Run 1, signal wires on met1:
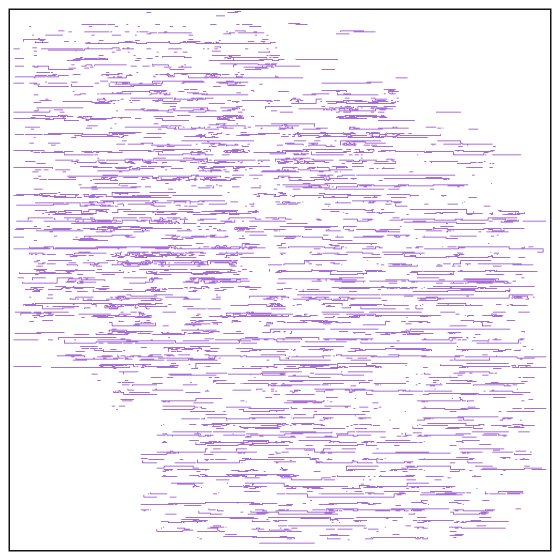
Run 1, cell density map:
The die is cut into 17 by 17 equal tiles; white is low, dark blue is high, 0 to 100% covered.
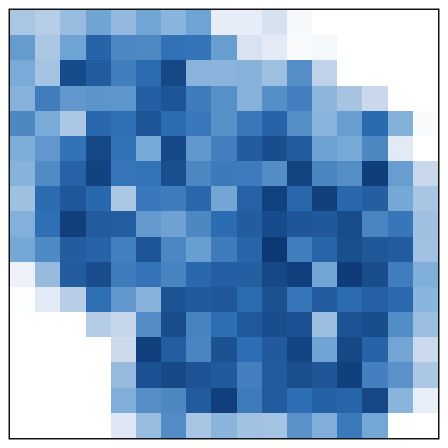
Run 1, sequential cells grouped by signal name:
Other sequential cells in the stronger gray, the rest of the logic in the fainter gray.
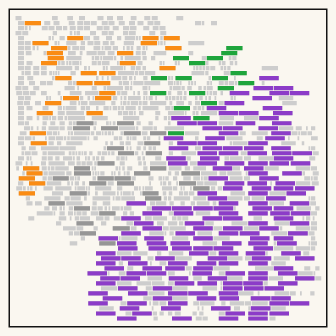
`src/rtl/pixel_scanout_if.sv`:
```
// Scan-out engine bundle: frame configuration, memory read bus and outbound pixel stream.
// master is the engine's view, slave is the memory/display environment's view.
interface pixel_scanout_if #(
   parameter int ADDR_W = 32
);
   logic              enable_i;
   logic [ADDR_W-1:0] fb_base0_i;
   logic [ADDR_W-1:0] fb_base1_i;
   logic              frame_idx_i;
   logic              mem_req_o;
   logic [ADDR_W-1:0] mem_addr_o;
   logic              mem_gnt_i;
   logic              mem_rvalid_i;
   logic [31:0]       mem_rdata_i;
   logic              pixel_valid_o;
   logic              pixel_ready_i;
   logic [23:0]       pixel_data_o;
   logic              frame_done_o;
   logic              busy_o;

   modport master (
      input  enable_i, fb_base0_i, fb_base1_i, frame_idx_i,
      input  mem_gnt_i, mem_rvalid_i, mem_rdata_i, pixel_ready_i,
      output mem_req_o, mem_addr_o, pixel_valid_o, pixel_data_o, frame_done_o, busy_o
   );

   modport slave (
      output enable_i, fb_base0_i, fb_base1_i, frame_idx_i,
      output mem_gnt_i, mem_rvalid_i, mem_rdata_i, pixel_ready_i,
      input  mem_req_o, mem_addr_o, pixel_valid_o, pixel_data_o, frame_done_o, busy_o
   );
endinterface

```
`src/rtl/pixel_scanout.sv`:
```
// Framebuffer scan-out: reads H_RES*V_RES words per frame, streams pixels through a FWFT FIFO.
// Grant-to-pixel latency is response latency + 1; requests stop when FIFO + in-flight reach FIFO_DEPTH.
module pixel_scanout #(
   parameter int H_RES      = 320,
   parameter int V_RES      = 240,
   parameter int FIFO_DEPTH = 8,
   parameter int ADDR_W     = 32
) (
   input  logic           clk_i,
   input  logic           rst_i,
   pixel_scanout_if.master bus
);
   localparam int N      = H_RES * V_RES;
   localparam int CNT_W  = $clog2(N + 1);
   localparam int PTR_W  = $clog2(FIFO_DEPTH);
   localparam int FCNT_W = $clog2(FIFO_DEPTH + 1);
   localparam logic [CNT_W-1:0]  LAST    = CNT_W'(N - 1);
   localparam logic [CNT_W-1:0]  CNT_ONE = CNT_W'(1);
   localparam logic [FCNT_W-1:0] F_ONE   = FCNT_W'(1);
   localparam logic [PTR_W-1:0]  P_ONE   = PTR_W'(1);
   localparam logic [FCNT_W:0]   CREDITS = (FCNT_W + 1)'(FIFO_DEPTH);

   typedef enum logic [1:0] {IDLE, FETCH, DRAIN} state_t;

   state_t            state_q, state_d;
   logic [ADDR_W-1:0] base_q, base_d;
   logic [CNT_W-1:0]  req_cnt_q, req_cnt_d;
   logic [CNT_W-1:0]  pix_cnt_q, pix_cnt_d;
   logic [FCNT_W-1:0] outst_q, outst_d;
   logic [FCNT_W-1:0] fifo_cnt_q, fifo_cnt_d;
   logic [PTR_W-1:0]  wr_ptr_q, wr_ptr_d;
   logic [PTR_W-1:0]  rd_ptr_q, rd_ptr_d;
   logic [23:0]       fifo_mem_q [FIFO_DEPTH];

   logic              gnt, wr_en, rd_en, last_pix, fifo_empty;
   logic [FCNT_W:0]   in_flight;
   logic [ADDR_W-1:0] next_base;
   logic              unused_rdata;

   assign fifo_empty   = (fifo_cnt_q == '0);
   assign in_flight    = {1'b0, fifo_cnt_q} + {1'b0, outst_q};
   assign next_base    = bus.frame_idx_i ? bus.fb_base1_i : bus.fb_base0_i;
   assign unused_rdata = ^bus.mem_rdata_i[31:24];

   // Requests only while FIFO slots not yet spoken for remain, so a grant can never lose its landing slot.
   assign bus.mem_req_o  = (state_q == FETCH) && (in_flight < CREDITS);
   assign bus.mem_addr_o = base_q + (ADDR_W'(req_cnt_q) << 2);
   assign gnt            = bus.mem_req_o & bus.mem_gnt_i;
   assign wr_en          = bus.mem_rvalid_i && (outst_q != '0);

   assign bus.pixel_valid_o = !fifo_empty;
   assign bus.pixel_data_o  = fifo_empty ? 24'h0 : fifo_mem_q[rd_ptr_q];
   assign rd_en             = bus.pixel_valid_o & bus.pixel_ready_i;
   assign last_pix          = rd_en && (pix_cnt_q == LAST);
   assign bus.frame_done_o  = last_pix;
   assign bus.busy_o        = (state_q != IDLE);

   always_comb begin
      state_d    = state_q;
      base_d     = base_q;
      req_cnt_d  = req_cnt_q;
      pix_cnt_d  = pix_cnt_q;
      outst_d    = outst_q;
      fifo_cnt_d = fifo_cnt_q;
      wr_ptr_d   = wr_ptr_q;
      rd_ptr_d   = rd_ptr_q;

      unique case (state_q)
         IDLE: begin
            if (bus.enable_i) begin
               base_d    = next_base;
               req_cnt_d = '0;
               pix_cnt_d = '0;
               state_d   = FETCH;
            end
         end
         FETCH: begin
            if (gnt) begin
               req_cnt_d = req_cnt_q + CNT_ONE;
               if (req_cnt_q == LAST) state_d = DRAIN;
            end
         end
         DRAIN: begin
            if (last_pix) begin
               if (bus.enable_i) begin
                  base_d    = next_base;
                  req_cnt_d = '0;
                  state_d   = FETCH;
               end else begin
                  state_d = IDLE;
               end
            end
         end
         default: state_d = IDLE;
      endcase

      if (gnt && !wr_en)      outst_d = outst_q + F_ONE;
      else if (!gnt && wr_en) outst_d = outst_q - F_ONE;

      if (wr_en) wr_ptr_d = wr_ptr_q + P_ONE;
      if (rd_en) rd_ptr_d = rd_ptr_q + P_ONE;

      if (wr_en && !rd_en)      fifo_cnt_d = fifo_cnt_q + F_ONE;
      else if (!wr_en && rd_en) fifo_cnt_d = fifo_cnt_q - F_ONE;

      if (rd_en) pix_cnt_d = last_pix ? '0 : pix_cnt_q + CNT_ONE;
   end

   always_ff @(posedge clk_i or posedge rst_i) begin
      if (rst_i) begin
         state_q    <= IDLE;
         base_q     <= '0;
         req_cnt_q  <= '0;
         pix_cnt_q  <= '0;
         outst_q    <= '0;
         fifo_cnt_q <= '0;
         wr_ptr_q   <= '0;
         rd_ptr_q   <= '0;
      end else begin
         state_q    <= state_d;
         base_q     <= base_d;
         req_cnt_q  <= req_cnt_d;
         pix_cnt_q  <= pix_cnt_d;
         outst_q    <= outst_d;
         fifo_cnt_q <= fifo_cnt_d;
         wr_ptr_q   <= wr_ptr_d;
         rd_ptr_q   <= rd_ptr_d;
      end
   end

   // Storage needs no reset: the head is only visible while the FIFO is non-empty.
   always_ff @(posedge clk_i) begin
      if (wr_en) fifo_mem_q[wr_ptr_q] <= bus.mem_rdata_i[23:0];
   end
endmodule

```
`src/flat_wrapper.sv`:
```
// flat-port wrapper written by rule: the top's interface ports become plain ports
module pixel_scanout_flat 
#(
   parameter int H_RES      = 320,
   parameter int V_RES      = 240,
   parameter int FIFO_DEPTH = 8,
   parameter int ADDR_W     = 32
)
  (clk_i, rst_i, bus_enable_i, bus_fb_base0_i, bus_fb_base1_i, bus_frame_idx_i, bus_mem_gnt_i, bus_mem_rvalid_i, bus_mem_rdata_i, bus_pixel_ready_i, bus_mem_req_o, bus_mem_addr_o, bus_pixel_valid_o, bus_pixel_data_o, bus_frame_done_o, bus_busy_o);
  pixel_scanout_if #(.ADDR_W(ADDR_W)) bus_i ();
  input  logic clk_i;
  input  logic rst_i;
  input wire logic [$bits(bus_i.enable_i)-1:0] bus_enable_i;
  input wire logic [$bits(bus_i.fb_base0_i)-1:0] bus_fb_base0_i;
  input wire logic [$bits(bus_i.fb_base1_i)-1:0] bus_fb_base1_i;
  input wire logic [$bits(bus_i.frame_idx_i)-1:0] bus_frame_idx_i;
  input wire logic [$bits(bus_i.mem_gnt_i)-1:0] bus_mem_gnt_i;
  input wire logic [$bits(bus_i.mem_rvalid_i)-1:0] bus_mem_rvalid_i;
  input wire logic [$bits(bus_i.mem_rdata_i)-1:0] bus_mem_rdata_i;
  input wire logic [$bits(bus_i.pixel_ready_i)-1:0] bus_pixel_ready_i;
  output wire logic [$bits(bus_i.mem_req_o)-1:0] bus_mem_req_o;
  output wire logic [$bits(bus_i.mem_addr_o)-1:0] bus_mem_addr_o;
  output wire logic [$bits(bus_i.pixel_valid_o)-1:0] bus_pixel_valid_o;
  output wire logic [$bits(bus_i.pixel_data_o)-1:0] bus_pixel_data_o;
  output wire logic [$bits(bus_i.frame_done_o)-1:0] bus_frame_done_o;
  output wire logic [$bits(bus_i.busy_o)-1:0] bus_busy_o;
  assign bus_i.enable_i = bus_enable_i;
  assign bus_i.fb_base0_i = bus_fb_base0_i;
  assign bus_i.fb_base1_i = bus_fb_base1_i;
  assign bus_i.frame_idx_i = bus_frame_idx_i;
  assign bus_i.mem_gnt_i = bus_mem_gnt_i;
  assign bus_i.mem_rvalid_i = bus_mem_rvalid_i;
  assign bus_i.mem_rdata_i = bus_mem_rdata_i;
  assign bus_i.pixel_ready_i = bus_pixel_ready_i;
  assign bus_mem_req_o = bus_i.mem_req_o;
  assign bus_mem_addr_o = bus_i.mem_addr_o;
  assign bus_pixel_valid_o = bus_i.pixel_valid_o;
  assign bus_pixel_data_o = bus_i.pixel_data_o;
  assign bus_frame_done_o = bus_i.frame_done_o;
  assign bus_busy_o = bus_i.busy_o;
  pixel_scanout #(.H_RES(H_RES), .V_RES(V_RES), .FIFO_DEPTH(FIFO_DEPTH), .ADDR_W(ADDR_W)) u_core (.clk_i(clk_i), .rst_i(rst_i), .bus(bus_i));
endmodule
```
`config.mk`:
```
export PLATFORM = sky130hd
export DESIGN_NAME = pixel_scanout_flat
export DESIGN_NICKNAME = d
export VERILOG_FILES = /design/src/rtl/pixel_scanout_if.sv /design/src/rtl/pixel_scanout.sv /design/src/flat_wrapper.sv
export SDC_FILE = /design/constraint.sdc
export NUM_CORES = 1
export LEC_CHECK = 0
export CAP_MARGIN = 15
export CORE_MARGIN = 2
export CORE_UTILIZATION = 45
export CTS_CLUSTER_DIAMETER = 200
export DETAILED_ROUTE_END_ITERATION = 16
export PLACE_DENSITY = 0.68
export SETUP_SLACK_MARGIN = 0.3
export SYNTH_ARGS = -nofsm -noshare
export SYNTH_HDL_FRONTEND = slang
export SYNTH_SLANG_ARGS = --single-unit
```
`constraint.sdc`:
```
create_clock -name clk_i -period 3.2 [get_ports clk_i]
set_input_delay 0.64 -clock clk_i [delete_from_list [all_inputs] [get_ports clk_i]]
set_output_delay 0.64 -clock clk_i [all_outputs]
set_load 0.03 [all_outputs]
```
==> tab_implementation.tex, run 1 <==
% Implementation results table
\begin{tabular}{lr}
\hline
Metric & Value \\
\hline
\multicolumn{2}{l}{\textbf{Routing}} \\
Detailed-route vias per instance & 5.32 \\
Detailed-route wire length per cell & between 15 and 20 um \\
Drc violations & 0 \\
Initial DRC Count & between 600 and 700 \\
Total length of routed wires & 28.2 mm \\
Iteration count of the initial detailed-routing pass & 4 \\
\multicolumn{2}{l}{\textbf{Placement}} \\
Count of port buffers added during placement & between 150 and 200 \\
Routability congestion estimate & just over 0.8 \\
DP Area & about 0.015 mm\^{}2 \\
Post-detail-place hpwl & 18.2 mm \\
Total instance count after detailed placement & around 1400 \\
\multicolumn{2}{l}{\textbf{Finish}} \\
Commonest Layout Cell & sky130\_fd\_sc\_hd\_\_edfxtp\_1 \\
Most frequent cells in the layout & sky130\_fd\_sc\_hd\_\_edfxtp\_1, sky130\_fd\_sc\_hd\_\_clkdlybuf4s50\_1, sky130\_fd\_sc\_hd\_\_buf\_4 \\
Post-Layout Inst Area & about 0.017 mm\^{}2 \\
Buffer share of cell area & roughly 14\% \\
Proportion of layout cells with a drive suffix above 1 & 29.5\% \\
Top class by area & flip-flops and latches \\
Most flop-heavy register & u\_core.fifo\_mem\_q \\
Diode insertion count for antenna repair & 1 \\
Area Growth Syn to Fin & 32.1\% \\
Invs w/o clock & 12 \\
Multi-input logic cell count & about 560 \\
Post-layout nets & about 1300 \\
Flop Count & approximately 270 \\
Multi-input gate area in the final layout & roughly 0.0051 mm\^{}2 \\
Layout buffer count excluding clock buffers & between 200 and 250 \\
Top Registers & u\_core.fifo\_mem\_q x192, u\_core.base\_q x32 \\
Count of fill cells added during filler insertion & between 2000 and 2500 \\
Multi-input combinational area share & a little under a third \\
Flip-flop count of the largest register, all copies and words added & roughly 190 \\
Layout Cells excl Fill & $\sim$1500 \\
Clock buf count & 37 \\
Clock buffers and inverters, area share & 5.39\% \\
\multicolumn{2}{l}{\textbf{STA}} \\
Fmax & approximately 0.28 GHz \\
Crit path setup slack, layout & -346 ps \\
Setup repair after global routing missed its margin & true \\
Final Max Slew Viols & 0 \\
Post-route worst hold slack & 468 ps \\
Fin crit share & 111\% \\
Worst Clk Skew & between 15 and 20 ps \\
Final tally of setup violations & 20 \\
Max-Slew Margin vs Limit & a little under three fifths \\
Time the worst path needs with I/O delays and setup & between 3000 and 4000 ps \\
Final Hold Vio Count & 0 \\
\multicolumn{2}{l}{\textbf{Power}} \\
Net Sw Power & $\sim$4.6 mW \\
Sw Share & between 30\% and 40\% \\
Share of total power in combinational logic & about 41\% \\
Power in combinational cells & approximately 5.4 mW \\
Power in the clock group & between 3 and 4 mW \\
Clock power share & between 20\% and 30\% \\
Power dissipated in sequential cells & 4.70 mW \\
Share of power burned in registers & around 35\% \\
Leakage component of the power & between 6 and 7 nW \\
Internal power component & between 8 and 9 mW \\
Peak VDD IR & around 570 uV \\
Largest power group & combinational logic \\
Power Dens Cells & 794 mW/mm\^{}2 \\
Overall power after layout & approximately 13 mW \\
\multicolumn{2}{l}{\textbf{Worst setup path}} \\
Maximum single-stage delay on the critical path & 390 ps \\
Critical path class & reg2out \\
Launching element of the worst setup path & u\_core.req\_cnt\_q[0] \\
CP Capture Type & output port \\
Cell family with the largest share of critical-path delay & AND-OR/OR-AND gates \\
Type of origin of the critical path & flop \\
Critical path peak fanout & 6 \\
Crit path cell chain & ha\_2, fa\_2, a21o\_1, a221oi\_4, o21bai\_4, a21oi\_4, buf\_12, nor4b\_4, xor2\_2, buf\_6 \\
WP depth & 10 \\
Worst path slowest cell & sky130\_fd\_sc\_hd\_\_dfrtp\_1 \\
Register-to-Register Setup Slack & about 440 ps \\
CP Data Arrival Time & 2910 ps \\
Startpoint of the worst-slack reg-to-reg timing path & u\_core.fifo\_cnt\_q[1] \\
Capture point of the worst path & bus\_mem\_addr\_o[30] \\
\multicolumn{2}{l}{\textbf{Synthesis}} \\
Synth mux share & roughly an eighth \\
Mean cell area of the mapped netlist & 14.2 um\^{}2 \\
Aoi share & between 7 and 8\% \\
Yosys-reported design area after synthesis & 0.0127 mm\^{}2 \\
Top cell area share & around 46\% \\
Yosys warning count & 0 \\
Adder Area Share & 3.44\% \\
Cell count after synthesis & 890 \\
Cell with the most instances after synthesis & sky130\_fd\_sc\_hd\_\_edfxtp\_1 \\
Post-Synth Simple-Gate Area & 8.44\% \\
Fraction of the yosys area taken by sequential cells & 61.8\% \\
Fraction of registers with async set or reset after synthesis & between 20\% and 30\% \\
Number of enable-type register cells in the synthesized netlist & roughly 190 \\
Flip-flop cell with the highest count after synthesis & sky130\_fd\_sc\_hd\_\_edfxtp\_1 \\
Cells in synth\_stat.txt & just under 900 \\
Total standard cell area after synthesis & between 0.01 and 0.015 mm\^{}2 \\
Xor and xnor fraction of the mapped netlist area & 3.18\% \\
Netlist cell types & between 60 and 70 \\
Cell type with the largest total area after synthesis & sky130\_fd\_sc\_hd\_\_edfxtp\_1 \\
Top cell types by occurrence after synthesis & sky130\_fd\_sc\_hd\_\_edfxtp\_1, sky130\_fd\_sc\_hd\_\_dfrtp\_1, sky130\_fd\_sc\_hd\_\_nand2\_1 \\
\multicolumn{2}{l}{\textbf{Min path}} \\
Type of the most critical hold path & in2async \\
\multicolumn{2}{l}{\textbf{Clocking}} \\
Number of gates resized after CTS & about 210 \\
H-tree lvl count & 1 \\
Buffer cell driving the clock tree root & sky130\_fd\_sc\_hd\_\_clkbuf\_16 \\
Clk ins delay skew pair & $\sim$560 ps \\
Clock transition at the register clock pins on the worst setup and hold paths after CTS & 60 ps \\
Clock Path Buffers & 3 \\
CTS sink cnt & between 200 and 300 \\
CTS Buf Count & 28 \\
Quantity of hold-fixing buffers added after cts & 0 \\
CTS tree & built \\
\multicolumn{2}{l}{\textbf{Floorplanning}} \\
Std-Cell Rows & about 61 \\
Die area & about 0.029 mm\^{}2 \\
TAP cells & about 380 \\
Top-level I/O count & around 160 \\
Chip Width & 172 um \\
\multicolumn{2}{l}{\textbf{Run}} \\
Max Cap Viol & 0 \\
Log Warnings & 37 \\
\multicolumn{2}{l}{\textbf{Global route}} \\
Met2 usage & between 30\% and 40\% \\
Maximum number of pins on one net before global-route repair & 56 \\
Vias in the first global route & 7873 \\
Initial antenna violation count & 2 \\
Aggregate global-route resource usage & between 10\% and 20\% \\
Highest-utilization routing layer at the global route stage & met2 \\
\multicolumn{2}{l}{\textbf{Outcome}} \\
Violated checks & negative setup slack \\
Outcome & complete, but fails checks \\
\hline
\end{tabular}
-- 'signal wires on met1' (at the start) --
wire length on this layer: 12100 um
main direction: horizontal
nets with wire on the layer: 1143
overall via count from detail_route: 8077
met1 layer usage reported by global route: 24.9%

-- 'cell density map' (at the start) --
emptiest ninth of the die: lower left
nearly empty tiles: 13%
mean over tiles: 55%
tiles over 75% full: 33%
standard cell core area: 0.0277 mm^2
core occupancy in the finished layout: 60.3%
fraction of the core area occupied by cells at floorplan: 45.7%

-- 'sequential cells grouped by signal name' (at the start) --
| signal | color | flops |
|---|---|---|
| `u_core.pix_cnt_q` | green | 17 |
| `u_core.base_q` | orange | 32 |
| `u_core.fifo_mem_q` | purple | 192 |

-- run 1: layer usage --
| layer | routed length [um] | share of wire, % |
|---|---|---|
| met1 | 12100 | 43 |
| met2 | 14200 | 50 |
| met3 | 1430 | 5.1 |
| met4 | 456 | 1.6 |
| met5 | 13 | 0.046 |
-- run 1: through the flow --
| stage | TNS [ps] | setup slack, ps |
|---|---|---|
| floorplan | 0 | 94.7 |
| global route | -6170 | -475 |
| detailed placement | 0 | 95.3 |
| finish | -3850 | -346 |
| CTS | -5420 | -380 |
| global placement | 0 | 113 |
Run 1, met2 routing:
Cells faint in the background.
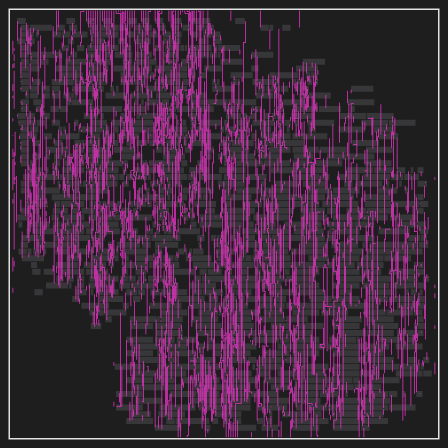

--- run 2 (diff from run 1) ---
Settings changed: CAP_MARGIN 15 to unset, HOLD_SLACK_MARGIN set to 0.05, TNS_END_PERCENT set to 1.
Run 2, met2 routing:
Cells faint in the background.
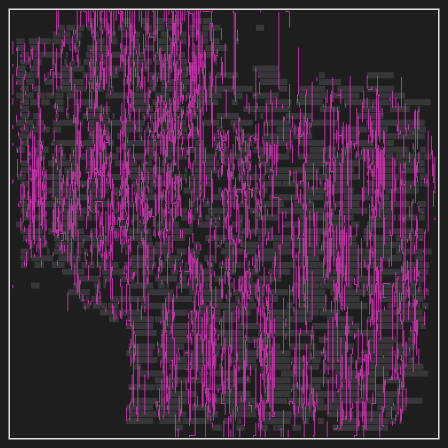
longest straight run: 64.9 um
share of all routed wire: 51%

Run 2, placement view:
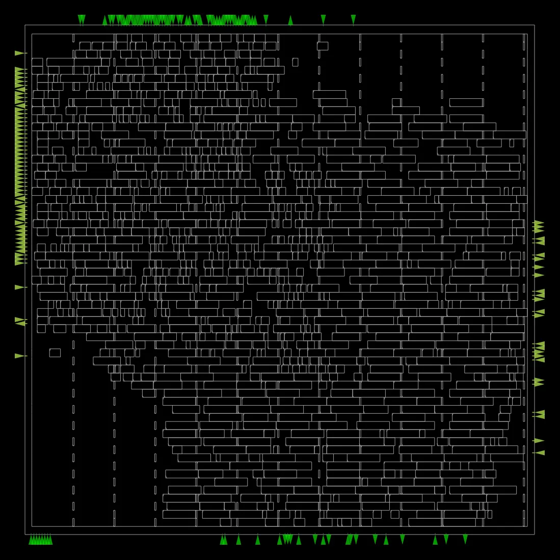
Layout Cells excl Fill: 1473
flip-flop and latch share of the layout cell area: 48.5%
core occupancy in the finished layout: 58.3%
Flop Count: 274

==> run 2 against run 1 <==
  * The run still ends with negative setup slack left
  * Flip-flop count stayed put
  * Routed wire length is 3.6% lower
  * Final area down 3.3%
  * Cell count shrank 3.0%
  * Critical path depth is the same
  * Sequential share of layout area increased by 1.6 points
  * Die area stayed put
  * Critical path type unchanged
==> tab_implementation.tex, run 2 <==
% Implementation results table
\begin{tabular}{lr}
\hline
Metric & Value \\
\hline
\multicolumn{2}{l}{\textbf{Routing}} \\
Highest metal layer with signal wires & met5 \\
Routed met1 length & 11.4 mm (-5.8\%) \\
Overall via count from detail\_route & 7822 (-3.2\%) \\
Total length of routed wires & 27.2 mm (-3.6\%) \\
Initial DRC Count & 569 (-9.4\%) \\
\multicolumn{2}{l}{\textbf{Worst setup path}} \\
Register-to-Register Setup Slack & 370 ps (-70 ps) \\
Launching element of the worst setup path & u\_core.req\_cnt\_q[5] \\
WP depth & 10 (unchanged) \\
CP Capture Type & output port \\
Crit path cell chain & ha\_1, and3\_1, a221oi\_2, buf\_4, o21bai\_4, a21oi\_4, buf\_12, nor4b\_4, xor2\_2, buf\_6 \\
Capture point of the worst path & bus\_mem\_addr\_o[30] \\
Type of origin of the critical path & flop \\
Critical path peak fanout & 6 (unchanged) \\
Startpoint of the worst-slack reg-to-reg timing path & u\_core.outst\_q[1] \\
Cell family with the largest share of critical-path delay & simple AND/OR/NAND/NOR gates \\
\multicolumn{2}{l}{\textbf{Finish}} \\
Proportion of layout cells with a drive suffix above 1 & 25.3\% (-4.2 points) \\
Count of fill cells added during filler insertion & 2173 (+3.7\%) \\
Most flop-heavy register & u\_core.fifo\_mem\_q \\
Clock buf count & 33 (-11\%) \\
Buffer share of cell area & 11.5\% (-2.6 points) \\
Commonest Layout Cell & sky130\_fd\_sc\_hd\_\_edfxtp\_1 \\
Top Registers & u\_core.fifo\_mem\_q x192, u\_core.base\_q x32 \\
Post-layout nets & 1208 (-3.6\%) \\
Top class by area & flip-flops and latches \\
Flip-flop count of the largest register, all copies and words added & 192 (unchanged) \\
Clock buffers and inverters, area share & 6.28\% (+0.89 points) \\
\multicolumn{2}{l}{\textbf{STA}} \\
Time the worst path needs with I/O delays and setup & 3520 ps (-26.0 ps) \\
Setup repair after global routing missed its margin & true \\
Final tally of setup violations & 21 (+5.0\%) \\
Crit path setup slack, layout & -320 ps (+26.0 ps) \\
Final Max Slew Viols & 0 (unchanged) \\
Max-Slew Margin vs Limit & 40.5\% (-17 points) \\
\multicolumn{2}{l}{\textbf{Global route}} \\
Aggregate global-route resource usage & 18.2\% (-0.38 points) \\
Maximum number of pins on one net before global-route repair & 67 (+20\%) \\
Initial antenna violation count & 1 (-1) \\
Highest-utilization routing layer at the global route stage & met2 \\
Vias in the first global route & 7688 (-2.3\%) \\
Met2 usage & 31.2\% (-0.80 points) \\
Met1 layer usage reported by global route & 23.9\% (-0.99 points) \\
\multicolumn{2}{l}{\textbf{Floorplanning}} \\
Die area & 0.0295 mm\^{}2 (unchanged) \\
Std-Cell Rows & 61 (unchanged) \\
Standard cell core area & 0.0277 mm\^{}2 (unchanged) \\
\multicolumn{2}{l}{\textbf{Placement}} \\
Count of port buffers added during placement & 154 (unchanged) \\
Post-detail-place hpwl & 17.2 mm (-5.5\%) \\
DP Area & 0.0148 mm\^{}2 (-0.72\%) \\
Total instance count after detailed placement & 1415 (-0.49\%) \\
Setup WS pre-CTS & 50.3 ps (-45.0 ps) \\
\multicolumn{2}{l}{\textbf{Power}} \\
Internal power component & 8.62 mW (-1.0\%) \\
Power Dens Cells & 805 mW/mm\^{}2 (+1.4\%) \\
Share of total power in combinational logic & 36.7\% (-4.1 points) \\
Power in the clock group & 3.52 mW (+11\%) \\
Net Sw Power & 4.39 mW (-3.8\%) \\
Power in combinational cells & 4.78 mW (-12\%) \\
\multicolumn{2}{l}{\textbf{Clocking}} \\
CTS Buf Count & 29 (+3.6\%) \\
Clk ins delay skew pair & 560 ps (about the same) \\
CTS tree & built \\
CTS sink cnt & 274 (unchanged) \\
\multicolumn{2}{l}{\textbf{Run}} \\
Max Cap Viol & 0 (unchanged) \\
\multicolumn{2}{l}{\textbf{Synthesis}} \\
Cells in synth\_stat.txt & 890 (unchanged) \\
Fraction of the yosys area taken by sequential cells & 61.8\% (unchanged) \\
Cell count after synthesis & 890 (unchanged) \\
Total standard cell area after synthesis & 0.0127 mm\^{}2 (unchanged) \\
Xor and xnor fraction of the mapped netlist area & 3.18\% (unchanged) \\
Cell type with the largest total area after synthesis & sky130\_fd\_sc\_hd\_\_edfxtp\_1 \\
Yosys warning count & 0 (unchanged) \\
Mean cell area of the mapped netlist & 14.2 um\^{}2 (unchanged) \\
Post-Synth Simple-Gate Area & 8.44\% (unchanged) \\
Synth mux share & 13.2\% (unchanged) \\
\multicolumn{2}{l}{\textbf{Outcome}} \\
Violated checks & negative setup slack \\
Outcome & complete, but fails checks \\
\multicolumn{2}{l}{\textbf{Min path}} \\
Type of the most critical hold path & in2async \\
\hline
\end{tabular}
Run 2, cell density map:
The die is cut into 17 by 17 equal tiles; white is low, dark blue is high, 0 to 100% covered.
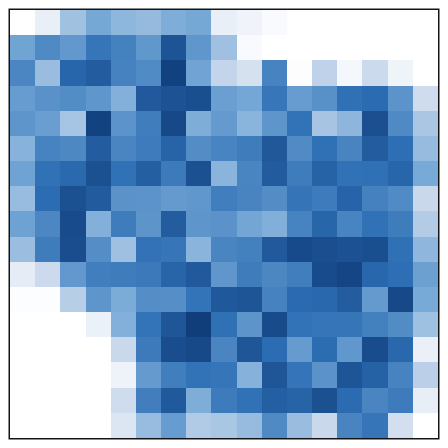
nearly empty tiles: 13%
mean over tiles: 53%
emptiest ninth of the die: lower left
fullest tile: 95%

[run 2: netlist changes by cell type in the layout (fill, tap and decap cells not counted), moves of 3 or more]
cell / delta
sky130_fd_sc_hd__buf_6: -19
sky130_fd_sc_hd__bufinv_16: +4
sky130_fd_sc_hd__dfrtp_2: -7
sky130_fd_sc_hd__ha_1: +3
sky130_fd_sc_hd__buf_12: -5
sky130_fd_sc_hd__dfrtp_1: +7
sky130_fd_sc_hd__ha_4: -5
sky130_fd_sc_hd__clkinv_2: +4
sky130_fd_sc_hd__buf_4: -22
sky130_fd_sc_hd__clkbuf_1: -4
[run 2: what timing repair did]
item | CTS | global route
pin swaps | 12 | 30
setup buffers | 1 | 3
endpoints found under the setup margin | 55 | 49
hold buffers | 0 | 0
gates resized | 178 | 65
No activity file was given, so power comes from the tool's default toggle rates.
